[src/rtl/mem_wb_pkg.sv]
// mem_wb_pkg: shared constants, load-type encoding and misalignment helper
// for the MEM/WB pipeline stage.
//   DATA_W          datapath width (only 32 supported)
//   load_type_e     load size/sign codes; unlisted codes behave as LW
//   is_misaligned() raw alignment check of a load given its type and addr[1:0]
package mem_wb_pkg;

  localparam int DATA_W = 32;

  typedef enum logic [2:0] {
    LT_LW  = 3'd0,
    LT_LH  = 3'd1,
    LT_LHU = 3'd2,
    LT_LB  = 3'd3,
    LT_LBU = 3'd4
  } load_type_e;

  // Alignment check only; the caller qualifies it with valid and MemtoReg.
  // Reserved codes fall into the default arm and are checked as words.
  function automatic logic is_misaligned(input logic [2:0] load_type,
                                         input logic [1:0] addr_lo);
    logic mis;
    case (load_type)
      LT_LH, LT_LHU: mis = addr_lo[0];
      LT_LB, LT_LBU: mis = 1'b0;
      default:       mis = (addr_lo != 2'b00);
    endcase
    return mis;
  endfunction

endpackage

[src/rtl/mem_wb_stage_load_extract.sv]
// load_extract: combinational load-data lane select and extension.
//   read_data  in   DATA_W  word from data memory
//   addr_lo    in   2       byte lane (little-endian, lane 0 = bits [7:0])
//   load_type  in   3       load size/sign code
//   ext_data   out  DATA_W  selected and extended load data
//   misalign   out  1       raw misalignment flag for this load type/lane
module load_extract
  import mem_wb_pkg::*;
(
  input  logic [DATA_W-1:0] read_data,
  input  logic [1:0]        addr_lo,
  input  logic [2:0]        load_type,
  output logic [DATA_W-1:0] ext_data,
  output logic              misalign
);

  logic [7:0]  byte_s;
  logic [15:0] half_s;

  // Lane selection for byte and halfword loads.
  always_comb begin
    byte_s = read_data[7:0];
    case (addr_lo)
      2'd0:    byte_s = read_data[7:0];
      2'd1:    byte_s = read_data[15:8];
      2'd2:    byte_s = read_data[23:16];
      2'd3:    byte_s = read_data[31:24];
      default: byte_s = read_data[7:0];
    endcase
    // Odd halfword addresses are flagged misaligned; bit 1 alone picks the half.
    if (addr_lo[1]) begin
      half_s = read_data[31:16];
    end else begin
      half_s = read_data[15:0];
    end
  end

  // Extension according to load type; reserved codes return the full word.
  always_comb begin
    ext_data = read_data;
    case (load_type)
      LT_LB:   ext_data = {{24{byte_s[7]}}, byte_s};
      LT_LBU:  ext_data = {24'd0, byte_s};
      LT_LH:   ext_data = {{16{half_s[15]}}, half_s};
      LT_LHU:  ext_data = {16'd0, half_s};
      default: ext_data = read_data;
    endcase
    misalign = is_misaligned(load_type, addr_lo);
  end

endmodule

[src/rtl/mem_wb_stage.sv]
// mem_wb_stage: MEM/WB pipeline register with load extraction, ALU/memory
// result select and a sticky first-fault misaligned-load exception record.
// Optional build macro MEM_WB_RETIRE_CNT_EN adds a 32-bit Retired_Count output
// counting captured valid, non-faulting instructions.
// Ports:
//   Clk, Reset_n                      clock, async active-low reset
//   Valid_MEM .. Load_Type_MEM        MEM-stage bundle
//   Stall_WB / Flush_WB               hold / bubble (flush wins)
//   Exc_Ack                           clears the pending exception
//   Write_Data_WB, Write_Register_WB,
//   RegWrite_WB, Valid_WB             registered write-back bundle
//   Exc_Pending_WB, Exc_Addr_WB       sticky exception flag and first address
//   Retired_Count                     (macro only) retired instruction count
module mem_wb_stage #(
  parameter int DATA_W     = mem_wb_pkg::DATA_W,
  parameter int REG_ADDR_W = 5
) (
  input  logic                  Clk,
  input  logic                  Reset_n,
  input  logic                  Valid_MEM,
  input  logic [DATA_W-1:0]     Read_Data_MEM,
  input  logic [DATA_W-1:0]     ALU_Result_MEM,
  input  logic [REG_ADDR_W-1:0] Write_Register_MEM,
  input  logic                  RegWrite_MEM,
  input  logic                  MemtoReg_MEM,
  input  logic [2:0]            Load_Type_MEM,
  input  logic                  Stall_WB,
  input  logic                  Flush_WB,
  input  logic                  Exc_Ack,
`ifdef MEM_WB_RETIRE_CNT_EN
  output logic [31:0]           Retired_Count,
`endif
  output logic [DATA_W-1:0]     Write_Data_WB,
  output logic [REG_ADDR_W-1:0] Write_Register_WB,
  output logic                  RegWrite_WB,
  output logic                  Valid_WB,
  output logic                  Exc_Pending_WB,
  output logic [DATA_W-1:0]     Exc_Addr_WB
);

  import mem_wb_pkg::*;

  logic [DATA_W-1:0]     ext_data_s;
  logic                  ext_mis_s;
  logic                  capture_s;
  logic                  mis_s;

  logic [DATA_W-1:0]     write_data_d, write_data_q;
  logic [REG_ADDR_W-1:0] write_reg_d, write_reg_q;
  logic                  regwrite_d, regwrite_q;
  logic                  valid_d, valid_q;
  logic                  exc_pending_d, exc_pending_q;
  logic [DATA_W-1:0]     exc_addr_d, exc_addr_q;
`ifdef MEM_WB_RETIRE_CNT_EN
  logic [31:0]           retired_d, retired_q;
`endif

  load_extract u_load_extract (
    .read_data (Read_Data_MEM),
    .addr_lo   (ALU_Result_MEM[1:0]),
    .load_type (Load_Type_MEM),
    .ext_data  (ext_data_s),
    .misalign  (ext_mis_s)
  );

  assign capture_s = !Flush_WB && !Stall_WB;
  assign mis_s     = Valid_MEM && MemtoReg_MEM && ext_mis_s;

  // Next-state of the write-back bundle: flush > stall > capture.
  always_comb begin
    write_data_d = write_data_q;
    write_reg_d  = write_reg_q;
    regwrite_d   = regwrite_q;
    valid_d      = valid_q;
    if (Flush_WB) begin
      valid_d    = 1'b0;
      regwrite_d = 1'b0;
    end else if (Stall_WB) begin
      valid_d    = valid_q;
      regwrite_d = regwrite_q;
    end else begin
      write_reg_d = Write_Register_MEM;
      valid_d     = Valid_MEM;
      // Writes to $zero, bubbles and faulting loads never reach the file.
      regwrite_d  = RegWrite_MEM && Valid_MEM && !mis_s &&
                    (Write_Register_MEM != {REG_ADDR_W{1'b0}});
      if (mis_s) begin
        write_data_d = {DATA_W{1'b0}};
      end else if (MemtoReg_MEM) begin
        write_data_d = ext_data_s;
      end else begin
        write_data_d = ALU_Result_MEM;
      end
    end
  end

  // Next-state of the exception record; a new fault beats a same-cycle ack.
  always_comb begin
    exc_pending_d = exc_pending_q;
    exc_addr_d    = exc_addr_q;
    if (capture_s && mis_s) begin
      exc_pending_d = 1'b1;
      // Address is only replaced if the record is free or being acked now.
      if (!exc_pending_q || Exc_Ack) begin
        exc_addr_d = ALU_Result_MEM;
      end else begin
        exc_addr_d = exc_addr_q;
      end
    end else if (Exc_Ack) begin
      exc_pending_d = 1'b0;
    end else begin
      exc_pending_d = exc_pending_q;
    end
  end

`ifdef MEM_WB_RETIRE_CNT_EN
  // Retired-instruction counter; wraps naturally at 32 bits.
  always_comb begin
    if (capture_s && Valid_MEM && !mis_s) begin
      retired_d = retired_q + 32'd1;
    end else begin
      retired_d = retired_q;
    end
  end

  // Retired-instruction counter register.
  always_ff @(posedge Clk or negedge Reset_n) begin
    if (!Reset_n) begin
      retired_q <= 32'd0;
    end else begin
      retired_q <= retired_d;
    end
  end

  assign Retired_Count = retired_q;
`endif

  // Write-back and exception state registers.
  always_ff @(posedge Clk or negedge Reset_n) begin
    if (!Reset_n) begin
      write_data_q  <= {DATA_W{1'b0}};
      write_reg_q   <= {REG_ADDR_W{1'b0}};
      regwrite_q    <= 1'b0;
      valid_q       <= 1'b0;
      exc_pending_q <= 1'b0;
      exc_addr_q    <= {DATA_W{1'b0}};
    end else begin
      write_data_q  <= write_data_d;
      write_reg_q   <= write_reg_d;
      regwrite_q    <= regwrite_d;
      valid_q       <= valid_d;
      exc_pending_q <= exc_pending_d;
      exc_addr_q    <= exc_addr_d;
    end
  end

  assign Write_Data_WB     = write_data_q;
  assign Write_Register_WB = write_reg_q;
  assign RegWrite_WB       = regwrite_q;
  assign Valid_WB          = valid_q;
  assign Exc_Pending_WB    = exc_pending_q;
  assign Exc_Addr_WB       = exc_addr_q;

endmodule

[config.mk]
export PLATFORM = sky130hd
export DESIGN_NAME = mem_wb_stage
export DESIGN_NICKNAME = d
export VERILOG_FILES = /design/src/rtl/mem_wb_pkg.sv /design/src/rtl/mem_wb_stage_load_extract.sv /design/src/rtl/mem_wb_stage.sv
export SDC_FILE = /design/constraint.sdc
export NUM_CORES = 1
export LEC_CHECK = 0
export ABC_AREA = 1
export CORE_UTILIZATION = 46
export CTS_CLUSTER_DIAMETER = 50
export DETAILED_ROUTE_END_ITERATION = 10
export GPL_TIMING_DRIVEN = 0
export PLACE_DENSITY_LB_ADDON = 0.05
export SYNTH_ARGS = -nofsm -noshare
export SYNTH_HDL_FRONTEND = slang
export SYNTH_HIERARCHICAL = 1
export SYNTH_SLANG_ARGS = --single-unit
[constraint.sdc]
create_clock -name Clk -period 1.7 [get_ports Clk]
set_clock_uncertainty 0.15 [all_clocks]
set_input_delay 0.425 -clock Clk [delete_from_list [all_inputs] [get_ports Clk]]
set_output_delay 0.425 -clock Clk [all_outputs]
set_load 0.005 [all_outputs]
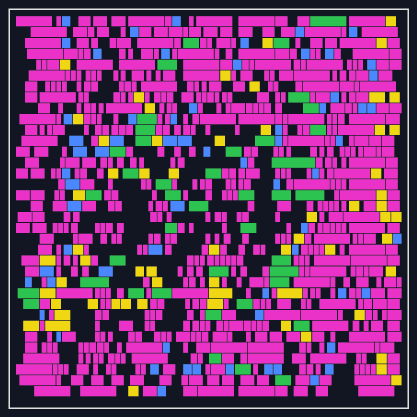
(cell sizes after repair)
Scale: 4 px per um.
| size | colour | cells |
|---|---|---|
| _3 and _4 cells | yellow | 61 |
| _6 and larger | green | 41 |
| _0 and _1 cells | magenta | 667 |
| _2 cells | blue | 65 |
area grow syn2layout: 52.7%
min setup slack post-route: 0.00881 ns
final cell area excluding filler cells: 0.00666 sq mm

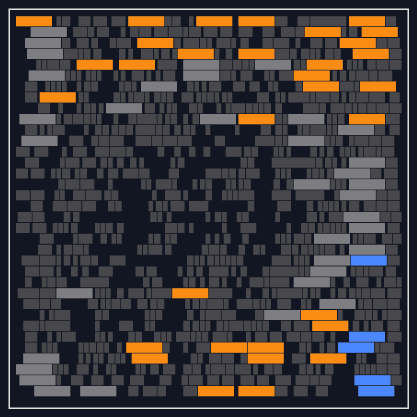
(sequential cells grouped by signal name)
Scale: 4 px per um.
| netlist name | colour | sequential cells |
|---|---|---|
| Exc_Addr_WB | orange | 32 |
| Write_Register_WB | blue | 5 |
not coloured: 35
Seq/total area: 0.271
fin util: 0.724
Flop+latch power: 2.20 mW

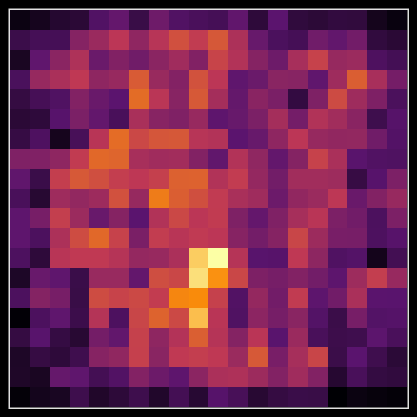
(signal metal coverage by tile)
Scale: 4 px per um. The die is cut into 20 by 20 equal tiles; black is low, pale yellow is high, scaled to the fullest tile. Values are wire area over tile area, all layers added.
nearly empty tiles: 1.3%
fullest tile: 0.72
tiles over half the peak: 19%
mean over tiles: 0.25

## final cells by class
cell class,count,area [sq um]
fillers,728,2540
multi-input cells,451,2170
flip-flops and latches,72,1800
repair buffers,195,1780
plain buffers,37,310
inverters,63,246
well taps,111,139
clock buffers,10,138
clock inverters,6,66.3
## per-stage QoR
| stage | power, mW | hold WS, ns | setup TNS, ns |
|---|---|---|---|
| after detailed placement | 3.95 | 0.308 | -58.07 |
| after floorplan | 2.88 | -0.0206 | -2.27 |
| final | 5.41 | 0.0396 | 0 |
| after global routing | 5.68 | 0.128 | -0.967 |
| after CTS | 5.30 | 0.0833 | 0 |
| after global placement | 3.91 | 0.304 | -222.97 |
## synth_stat cells, types with 3 or more instances
master / number
o21ai_0: 36
clkbuf_1: 7
nand3_2: 11
buf_4: 4
buf_6: 16
dfrtp_1: 72
nand2_2: 4
inv_1: 60
nand2_4: 3
nand2_1: 273
nor2_1: 3
buf_2: 10
nand3_1: 113
## logic make-up after synthesis
family,Yosys count,synth area share
flops,72,0.413
simple gates,414,0.423
buf+inv,100,0.122
compound gates,37,0.0425
## timing repair
| action | CTS | global route |
|---|---|---|
| pin swaps | 8 | 7 |
| setup buffers | 38 | 2 |
| endpoints found under the setup margin | 138 | 62 |
| cloned | 4 | 1 |
| gates resized | 102 | 65 |
## flip-flops by register name, summed over array words and instances (netlist names)
signal	count
Write_Data_WB	32
Exc_Pending_WB	1
RegWrite_WB	1
Write_Register_WB	5
Valid_WB	1
Exc_Addr_WB	32
## metal layers
| layer | GRT usage | up-vias |
|---|---|---|
| li1 | - | 2366 |
| met1 | 0.418 | 2318 |
| met2 | 0.495 | 207 |
| met3 | 0.0632 | 23 |
| met4 | 0.0837 | 0 |
| met5 | 0 | - |
## power by group
| group | leakage (nW) | switching [mW] | internal, mW | total [mW] |
|---|---|---|---|---|
| clock network | 0.0949 | 0.712 | 0.721 | 1.43 |
| registers | 0.918 | 0.179 | 2.02 | 2.20 |
| logic | 2.78 | 0.841 | 0.931 | 1.77 |
## worst register-to-register path: stages, from the launching register on
cell,delay (ns)
dfrtp_1,0.39
buf_4,0.14
nand2_2,0.23
clkbuf_2,0.33
nand3_1,0.14
nand2_2,0.09
## worst max path at each step
stage | endpoint | cells past startpoint | slack, ns
after floorplan | Exc_Addr_WB[1] | 11 | -0.08
after CTS | Write_Data_WB[17] | 12 | 0.001
after global placement | Write_Data_WB[24] | 1 | -2.32
after global routing | Exc_Addr_WB[30] | 12 | -0.06
final | Exc_Addr_WB[24] | 12 | 0.009
after detailed placement | Exc_Addr_WB[15] | 11 | -0.96
==> notes.md <==
yosys + openroad results -> endpoints failing hold=0, Worst Path Max Fanout=8, CP bufs+invs=3, Top cells excl fill/tap=nand2_1 (239), nand3_1 (111), dlygate4sd2_1 (75), worst r2r path cells=5, final std cells w/o fill=945, H-tree Lvls=3, drt wl/cell=~16 um, slowest cell on the critical path=nor2_8, # Cells Yosys=623, global-route usage over all layers=0.306, Routed met2 length=7190 um, layout cells sized above 1=0.200, Vias/cell=5.20, Seq/Total Area, Yosys=0.413, yosys stat area=0.00436 sq mm, # rows=35, GPL Wtd Cong=0.873, chip area=0.00987 sq mm, First DRT Iteration DRCs=367, Worst Hold Class=input port to async pin, Most used DFF post-synth=dfrtp_1, Syn. warnings=6, crit path DRT=1.80 ns, RR Startpoint=Exc_Pending_WB, Core ar.=around 0.0092 sq mm, Worst path top cell family by delay=simple AND/OR/NAND/NOR gates, placed insts=884, wl on met1=6660 um, detailed-route DRC error count=0, max-cap viol count=0, vias=roughly 4,900, Tightest Pin Transition=0.924 ns, Worst VDD drop=~0.00042 V, CTS Buf Count=9, Unique masters post-synth=23, post-synthesis register bit count=72, WS Path Type=input port to flop, Met3 Wirelength=1120 um, I/O Buffers=150, Cell Chain, Critical Path=buf_8 > nor2_4 > inv_2 > nand3_4 > nand2_4 > a21oi_4 > nand3_4 > nor2_8 > nand2_8 > buf_6 > nand2_2 > nand2_2, crit start category=input port, dpl ws=-0.955 ns, critical path endpoint category=flop, Top-area cell share=0.413, first-pass GRT wire length=23,400 um, clock sink total=slightly above 70, area leader, netlist=dfrtp_1, leakage=3.79 nW, number of enable flip-flop cells=0, Detail Placement HPWL=~11,000 um, final WL=15,200 um, CP Data Arrival Time=1.79 ns, Die Height=99.4 um, uppermost layer routed=met4, Post-Syn Instances=623, largest net degree at the start of global routing=~73, # IOs=152, post-route ant nets=0, DIE WIDTH=between 90 and 100 um, fin. max-slew vios=0, synthesized area per cell=7.00 sq um, Worst slew margin=0.384, Worst-path clk slew=roughly 0.09 ns, Clock Path Buffers=2, fin crit share=0.995, CTS root buffer=clkbuf_8, outcome=complete, no violations, antenna cells=0, placed instance area=about 0.0060 sq mm, net total in the final layout=909, global route overflow=0, Worst setup startpoint=Load_Type_MEM[1], FMAX=0.591 GHz, RR Endpoint=Exc_Addr_WB[2], Starting Density=0.474, Post-Syn Nets=approximately 700, CTS tree=built, pwr/cell area=slightly above 800 mW/mm^2, unrepaired setup endpoints after global routing=yes, min Tclk post-route=1.69 ns, DRT Pass-1 Iters=5, initial antenna violation count=0, Cell Area, Synth=0.00436 sq mm
Power and IR drop assume default switching activity.
